--- config.mk ---
export PLATFORM = sky130hd
export DESIGN_NAME = dcache_refill_ctrl
export DESIGN_NICKNAME = d
export VERILOG_FILES = /design/src/rtl/dcache_refill_ctrl.sv
export SDC_FILE = /design/constraint.sdc
export NUM_CORES = 1
export LEC_CHECK = 0
export ABC_AREA = 1
export CAP_MARGIN = 0
export CORE_AREA = 8 8 237 239
export DETAILED_ROUTE_END_ITERATION = 12
export DIE_AREA = 0 0 245 247
export GPL_ROUTABILITY_DRIVEN = 0
export GPL_TIMING_DRIVEN = 0
export HOLD_SLACK_MARGIN = 0.06
export SETUP_SLACK_MARGIN = 0.2
export SYNTH_ARGS = -nofsm -noshare
export SYNTH_HDL_FRONTEND = slang
export SYNTH_SLANG_ARGS = --single-unit
--- constraint.sdc ---
create_clock -name clk -period 2.5 [get_ports clk]
set_clock_uncertainty 0.1 [all_clocks]
set_input_delay 0.25 -clock clk [delete_from_list [all_inputs] [get_ports clk]]
set_output_delay 0.25 -clock clk [all_outputs]
set_load 0.01 [all_outputs]
--- src/rtl/dcache_refill_ctrl.sv ---
// Data-cache refill controller: optional dirty-victim writeback, then block read, then one-cycle fill.
// One miss in flight at a time; a read with an immediate response fills three cycles after miss accept.

package dcache_refill_pkg;
  localparam int BLOCK_ADDR_W = 26;
  localparam int BLOCK_DATA_W = 128;

  typedef logic [BLOCK_ADDR_W-1:0] main_mem_block_addr_t;
  typedef logic [BLOCK_DATA_W-1:0] block_data_t;

  typedef enum logic {
    READ  = 1'b0,
    WRITE = 1'b1
  } req_type_t;
endpackage

module dcache_refill_ctrl
  import dcache_refill_pkg::*;
#(
  parameter int RESP_TIMEOUT = 255
) (
  input  logic                 clk,
  input  logic                 rst_aL,

  input  logic                 miss_valid,
  output logic                 miss_ready,
  input  main_mem_block_addr_t miss_block_addr,
  input  logic                 miss_wb_needed,
  input  main_mem_block_addr_t miss_wb_block_addr,
  input  block_data_t          miss_wb_block_data,

  output logic                 fill_valid,
  output main_mem_block_addr_t fill_block_addr,
  output block_data_t          fill_block_data,

  output logic                 mem_ctrl_req_valid,
  output req_type_t            mem_ctrl_req_type,
  output main_mem_block_addr_t mem_ctrl_req_block_addr,
  output block_data_t          mem_ctrl_req_block_data,
  input  logic                 mem_ctrl_req_ready,

  input  logic                 mem_ctrl_resp_valid,
  input  block_data_t          mem_ctrl_resp_block_data,

  output logic                 timeout_err
);

  typedef enum logic [2:0] {
    IDLE    = 3'd0,
    WB_REQ  = 3'd1,
    RD_REQ  = 3'd2,
    RD_WAIT = 3'd3,
    FILL    = 3'd4
  } state_t;

  localparam logic [15:0] TIMEOUT_CNT = 16'(RESP_TIMEOUT);

  state_t               state;
  state_t               state_n;

  main_mem_block_addr_t miss_addr_q;
  main_mem_block_addr_t wb_addr_q;
  block_data_t          wb_data_q;
  block_data_t          resp_data_q;
  logic [15:0]          wait_cnt;
  logic [15:0]          wait_cnt_inc;

  logic                 miss_accept;
  logic                 rd_accept;
  logic                 resp_accept;
  logic                 wait_idle_cycle;

  assign miss_accept     = (state == IDLE) && miss_valid;
  assign rd_accept       = (state == RD_REQ) && mem_ctrl_req_ready;
  // Responses are only meaningful while waiting; anything else is dropped.
  assign resp_accept     = (state == RD_WAIT) && mem_ctrl_resp_valid;
  assign wait_idle_cycle = (state == RD_WAIT) && !mem_ctrl_resp_valid;
  assign wait_cnt_inc    = (wait_cnt == 16'hFFFF) ? wait_cnt : wait_cnt + 16'd1;

  always_ff @(posedge clk or negedge rst_aL) begin
    if (!rst_aL) begin
      state <= IDLE;
    end else begin
      state <= state_n;
    end
  end

  always_comb begin
    state_n                 = state;
    miss_ready              = 1'b0;
    fill_valid              = 1'b0;
    fill_block_addr         = '0;
    fill_block_data         = '0;
    mem_ctrl_req_valid      = 1'b0;
    mem_ctrl_req_type       = READ;
    mem_ctrl_req_block_addr = '0;
    mem_ctrl_req_block_data = '0;

    case (state)
      IDLE: begin
        miss_ready = 1'b1;
        if (miss_valid) begin
          state_n = miss_wb_needed ? WB_REQ : RD_REQ;
        end
      end
      WB_REQ: begin
        mem_ctrl_req_valid      = 1'b1;
        mem_ctrl_req_type       = WRITE;
        mem_ctrl_req_block_addr = wb_addr_q;
        mem_ctrl_req_block_data = wb_data_q;
        if (mem_ctrl_req_ready) begin
          state_n = RD_REQ;
        end
      end
      RD_REQ: begin
        mem_ctrl_req_valid      = 1'b1;
        mem_ctrl_req_type       = READ;
        mem_ctrl_req_block_addr = miss_addr_q;
        if (mem_ctrl_req_ready) begin
          state_n = RD_WAIT;
        end
      end
      RD_WAIT: begin
        if (mem_ctrl_resp_valid) begin
          state_n = FILL;
        end
      end
      FILL: begin
        fill_valid      = 1'b1;
        fill_block_addr = miss_addr_q;
        fill_block_data = resp_data_q;
        state_n         = IDLE;
      end
      default: begin
        state_n = IDLE;
      end
    endcase
  end

  always_ff @(posedge clk or negedge rst_aL) begin
    if (!rst_aL) begin
      miss_addr_q <= '0;
      wb_addr_q   <= '0;
      wb_data_q   <= '0;
      resp_data_q <= '0;
    end else begin
      if (miss_accept) begin
        miss_addr_q <= miss_block_addr;
        wb_addr_q   <= miss_wb_block_addr;
        wb_data_q   <= miss_wb_block_data;
      end
      if (resp_accept) begin
        resp_data_q <= mem_ctrl_resp_block_data;
      end
    end
  end

  // Counter measures idle cycles of the current read only; the error flag is sticky.
  always_ff @(posedge clk or negedge rst_aL) begin
    if (!rst_aL) begin
      wait_cnt    <= '0;
      timeout_err <= 1'b0;
    end else begin
      if (rd_accept) begin
        wait_cnt <= '0;
      end else if (wait_idle_cycle) begin
        wait_cnt <= wait_cnt_inc;
        if (wait_cnt_inc == TIMEOUT_CNT) begin
          timeout_err <= 1'b1;
        end
      end
    end
  end

endmodule
**Run 1: metal 1**

The bar under the picture is 50 um long. Cells faint in the background.
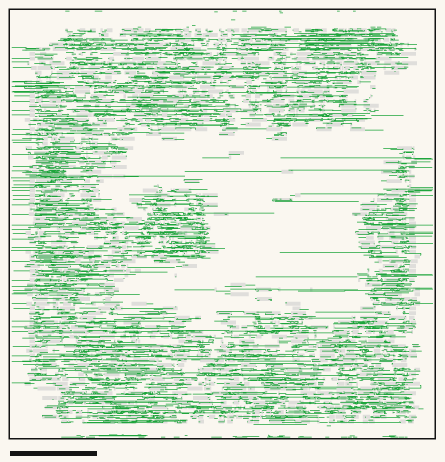
- share of all routed wire: 38%
- wire length on this layer: 23.5 mm
- longest straight run: 77.7 um
- main direction: horizontal
- nets with wire on the layer: 2629

**Run 1: M3 wires**

The bar under the picture is 50 um long. Cells faint in the background.
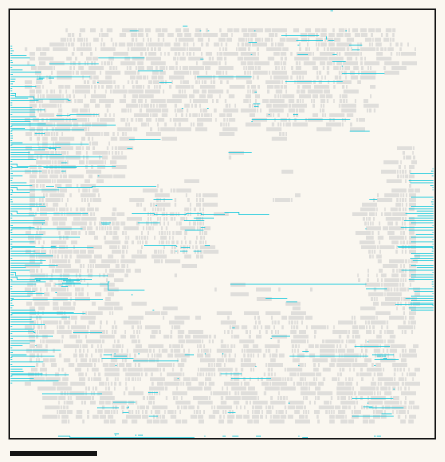
- main direction: horizontal
- share of all routed wire: 6.4%
- longest straight run: 78.4 um
- nets with wire on the layer: 284
- wire length on this layer: 3960 um
WL final: 62100 um
M3 GR Usage: 5.16%
Vias: 14579

**Run 1: M2 wires**

The bar under the picture is 50 um long. Cells faint in the background.
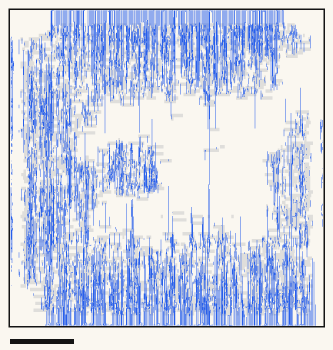
- nets with wire on the layer: 2484
- share of all routed wire: 53%
- main direction: vertical
- wire length on this layer: 32.8 mm
- longest straight run: 92.1 um
M2 GR Usage: 35.0%

==> Changelog: implementation, run 1 <==
## Flow update

* Result of the run: finished with violations
* HPWL after DPL at between 40000 and 50000 um
* FF-to-FF path depth at 13
* CTS tree: built
* Inverters at 314
* Total power at 26.9 mW
* Area leader share at 55.9%
* First-pass GRT wire length at between 90000 and 100000 um
* Hold Crit Endpoint: resp_data_q[55]
* Metal2 WL at 32800 um
* Crit-path max FO at 6
* Post-synth ARST share at 100%
* Hold Path Origin: mem_ctrl_resp_block_data[55]
* Gate Area at 5210 um^2
* Fa+ha+maj area frac at 0.0852%
* EDFF count, synth at 0
* Layout Nets at 2841
* Data buffer area share at 30.6%
* Violations in the final reports: setup timing
* Crit path capture type: primary output
* Largest net degree at the start of global routing at between 100 and 150
* Cell taking the most area after synthesis: dfrtp_1
* H-tree depth at 2
* ANT cells at 5
* Worst Max-Slew Pin Slew at 0.624 ns
* Fraction of area in multi-input gates at between 20% and 30%
* Final setup vio count at 4
* Number of global-route vias before repair at 15066
* Combinational Gates at 1080
* Non-clock buffer count at 761
* Ys Warns at 0
* MaxCap Viol Count at 0
* Final WS setup at -0.0323 ns
* Slew Viols, Final at 0
* Final core utilization at 46.3%
* Reg2reg end: timeout_err
* Largest cell class by area: sequential cells
* Filler cells at between 5000 and 6000
* Top sig layer: met4
* Clock Path Buffers at 3
* I/O pin count at 627
* Power density over cell area at 1110 nW/um^2
* Global Route Usage Sum at 19.2%
* Post-DR wirelength/cell at 19.1 um
* HP Class: input port to flop
* Late-Pin Clk Latency at 0.54 ns
* TritonCTS Buffers at 41
* Dominant flop cell: dfrtp_1
* Ys flops at 328
* Initial antenna violation count at 3
* Gr busiest metal: met2
* Clk slew on worst S/H paths at 0.06 ns
* Simple share at between 10% and 20%
* Initial DRT Pass Iterations at 5
* Port Buffers at between 600 and 700
* Unrepaired setup endpoints after global routing: yes
* OpenROAD warnings at 34
* Reg area at 8210 um^2
* Seq Cell Count at 328
* Cells in synth_stat.txt at 1825
* Final worst path period need at 2.53 ns
* Mapped Cells at 1825
* DRT met1 WL at roughly 23000 um
* Die X at around 250 um
* XOR/XNOR Area Share at 0.298%
* Die Y-Extent at roughly 250 um
* Share of layout cells above drive strength 1 at 19.8%
* Detail Route Antenna Nets at 0
* Pleak at around 13 nW
* Die area at 60500 um^2
* DRT iter0 DRCs at between 600 and 700
* Floorplan utilization at around 28%
* Critical Path End: mem_ctrl_req_block_data[70]
* Critical path class: flop to primary output
* Area growth from synthesis to layout at 64.9%
* Syn Area/Cell at between 8 and 9 um^2
* Top non-seq family: simple AND/OR/NAND/NOR gates
* Seq share, synth at 55.9%
* Register-to-register setup slack at 0.45 ns
* # clock sinks at around 330
* Final hold vios at 0
* DRC at 0
* Sequential share of cell area at between 30% and 40%
* ClkCell Share at between 5 and 6%
* Most frequent cells after synthesis: nor2_1 (464), dfrtp_1 (328), inv_1 (306), nand2_1 (215), o21ai_0 (167)
-- run 1: stage by stage --
stage	setup slack (ns)	std cells	instance area [um^2]	hold WS, ns
after floorplan	0.748	1825	14700	-0.146
after global placement	-13.99	3139	21800	0.362
after detailed placement	-0.342	3142	21900	0.0479
after CTS	-0.370	3224	23500	0.122
after global routing	-0.130	3245	24200	0.157
final	-0.0323	3247	24200	0.170
-- run 1: placed cells by master, fill, tap and decap left out, types with 12 or more instances in the layout --
cell type        count
clkdlybuf4s15_2     67
buf_12              12
clkbuf_1            26
clkbuf_2            39
nor2_1             390
a21oi_1            157
buf_4               27
clkbuf_8            16
o21ai_1             13
nor2_2              39
buf_2              103
dlygate4sd2_1       15
mux2_2              26
buf_6               41
nor2_4              40
o21ai_0            156
nand2_1            213
inv_1              304
clkdlybuf4s50_1    313
nand3_1             15
clkbuf_16           48
dfrtp_1            326
dlymetal6s2s_1      97
-- run 1: worst max-delay path: stages, from the launching register on --
cell,delay (ns)
dfrtp_2,0.43
inv_2,0.06
nor3_4,0.23
inv_4,0.11
buf_12,0.17
buf_12,0.14
nor2_1,0.17
dlygate4sd2_1,0.33
-- run 1: what timing repair did --
item,CTS,global route
endpoints found under the setup margin,312,312
buffers inserted,8,12
gates cloned,0,6
gates resized,377,658
hold buffers,3,0
pin swaps,1,6
hold endpoints to repair,115,0
-- run 1: registers in the layout, summed over array words and instances, names as in the netlist --
register / flops
wb_addr_q: 26
resp_data_q: 128
miss_addr_q: 26
wb_data_q: 128
timeout_err: 1
wait_cnt: 16
state: 3
-- run 1: report_power, final --
part / total [mW] / internal [mW] / switching, mW / leakage, nW
logic: 12.4 / 5.29 / 7.09 / 8.71
clock network: 5.83 / 3.54 / 2.30 / 0.649
registers: 8.66 / 7.81 / 0.856 / 3.79
total: 26.9 / 16.6 / 10.2 / 13.1
--- run 2 (diff from run 1) ---
CTS_CLUSTER_DIAMETER = 60   (was unset)
clock period = 2.65 ns   (was 2.5 ns; I/O delays follow)
==> run 2 against run 1 <==
  * The flow still finishes with violations (setup timing)
  * Clock power down 3%
  * Die size stayed put
  * Highest routed layer unchanged
  * Combinational power about the same
==> Changelog: implementation, run 2 <==
## Flow update

* Final WS setup at -0.0225 ns (+0.00986 ns)
* Cell Chain, Critical Path: inv_2 -> nor3_4 -> inv_4 -> clkbuf_4 -> nor2_1 -> clkdlybuf4s50_1
* Area growth from synthesis to layout at 66.1%
* Unrepaired setup endpoints after global routing: yes
* HP Class: input port to flop
* Placed Area at 21900 um^2 (unchanged)
* Global Route Usage Sum at 19.3% (about the same)
* Die area at 60500 um^2 (unchanged)
* EDFF count, synth at 0 (unchanged)
* Worst Max-Slew Pin Slew at 0.636 ns (+0.0121 ns)
* Critical path's top delay family: buffers and inverters
* Buffers & Inverters on Critical Path at 4 (-1)
* CTS tree: built
* Placement Setup Slack at -0.207 ns (+0.135 ns)
* Min Hold Slack at 0.175 ns (+0.00496 ns)
* Largest net degree at the start of global routing at 110 (unchanged)
* Post-DR wirelength/cell at 19.0 um (-0.46%)
* Floorplan utilization at 28.1% (unchanged)
* Post-CTS setup buffers at 12 (+4)
* Crit-path max cell delay at 0.56 ns (+0.13 ns)
* Area leader share at 55.9% (unchanged)
* HPWL after DPL at 47600 um (unchanged)
* Cells in synth_stat.txt at 1825 (unchanged)
* Pleak at 12.7 nW (-3.6%)
* Hold_buf cts at 3 (unchanged)
* DRC at 0 (unchanged)
* Final hold vios at 0 (unchanged)
* Clock Path Buffers at 3 (unchanged)
* Final core utilization at 46.7% (+0.34 points)
* Most frequent cells after synthesis: nor2_1 (464), dfrtp_1 (328), inv_1 (306), nand2_1 (215), o21ai_0 (167)
* Crit path capture type: primary output
* Final setup vio count at 1 (-3)
* Violations in the final reports: setup timing
* Final worst path period need at approximately 2.7 ns
* Critical path class: flop to primary output
* Share of layout cells above drive strength 1 at 20.6% (+0.75 points)
* Dominant flop cell: dfrtp_1
* Detail Route Antenna Nets at 0 (unchanged)
* Most numerous logic cells after layout: nor2_1 (393), clkdlybuf4s50_1 (336), dfrtp_1 (326), inv_1 (304), nand2_1 (213)
* I/O pin count at 627 (unchanged)
* Post-synth ARST share at 100% (unchanged)
* H-tree depth at 2 (unchanged)
* Total power at 25.9 mW (-3.6%)
* Most numerous logic cell after layout: nor2_1
* Die Y-Extent at 247 um (unchanged)
* # clock sinks at 328 (unchanged)
* Initial antenna violation count at 9 (+6)
* MaxCap Viol Count at 0 (unchanged)
* Slew Viols, Final at 0 (unchanged)
* DRT iter0 DRCs at 727 (+6.4%)
* Top Registers: resp_data_q x128, wb_data_q x128
* Power density over cell area at 1060 nW/um^2 (-4.3%)
* Result of the run: finished with violations
-- run 2: cell counts after synthesis --
No cell type changed its count.
-- run 2: cells by family (layout without fill, tap and decap cells) --
family                   after synthesis  in the layout  share of synthesized area (%)
multiplexers                          26             26                           1.99
flip-flops                           328            328                           55.9
buffers and inverters                417           1155                           11.4
adder cells (fa/ha/maj)                1              1                         0.0852
AND/OR/NAND/NOR                      710            710                           18.7
XOR/XNOR                               5              5                          0.298
other                                  0             11                              0
AND-OR/OR-AND                        338            338                           11.6
-- run 2: path summary, 6_finish.rpt --
kind | start | end | slack, ns | cells after the start
hold reg to reg | timeout_err | timeout_err | 0.36 | 2
hold / removal | mem_ctrl_resp_block_data[101] | resp_data_q[101] | 0.18 | 3
min in group asynchronous | rst_aL | resp_data_q[31] | 0.60 | 3
max in group asynchronous | rst_aL | state[1] | 0.53 | 5
setup reg to reg | state[1] | resp_data_q[82] | 0.57 | 6
setup / recovery | state[2] | fill_block_data[25] | -0.02 | 6
-- run 2: power breakdown --
group / switching, mW / total (mW) / leakage, nW / internal (mW)
clock: 2.28 / 5.65 / 0.656 / 3.37
sequential: 0.802 / 8.17 / 3.79 / 7.37
combinational: 6.96 / 12.1 / 8.23 / 5.14
total: 10.0 / 25.9 / 12.7 / 15.9
-- run 2: routing by layer --
layer,routed length [um],part of all wire [%],global-route usage [%],vias up
met1,23500,38,21.4,7049
li1,-,-,-,6974
met2,32400,52,34.4,427
met4,2220,3.6,8.03,0
met3,3980,6.4,5.27,107
met5,0,0,0,-
-- run 2: final cells by class --
type	count	area (um^2)
Timing Repair Buffer	661	6570
Sequential cell	328	8210
Multi-Input combinational cell	1080	5410
Clock inverter	12	111
Tap cell	688	861
Inverter	314	1180
Antenna cell	11	27.5
Clock buffer	65	1250
Fill cell	5167	27900
Buffer	103	759
**Run 2: metal 1**

The bar under the picture is 50 um long. Cells faint in the background.
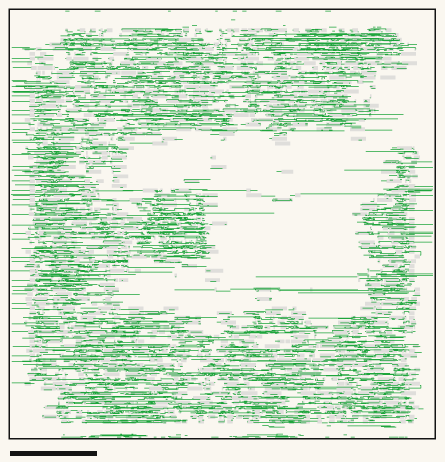
- share of all routed wire: 38%
- main direction: horizontal
- wire length on this layer: 23.5 mm
- nets with wire on the layer: 2597

**Run 2: M2 wires**

The bar under the picture is 50 um long. Cells faint in the background.
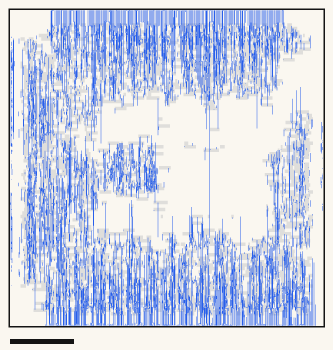
- longest straight run: 103 um
- share of all routed wire: 52%
- nets with wire on the layer: 2494
- main direction: vertical
Vias: 14557
M2 GR Usage: 34.4%
WL final: 62100 um

Power is estimated from default activity; no workload was simulated.
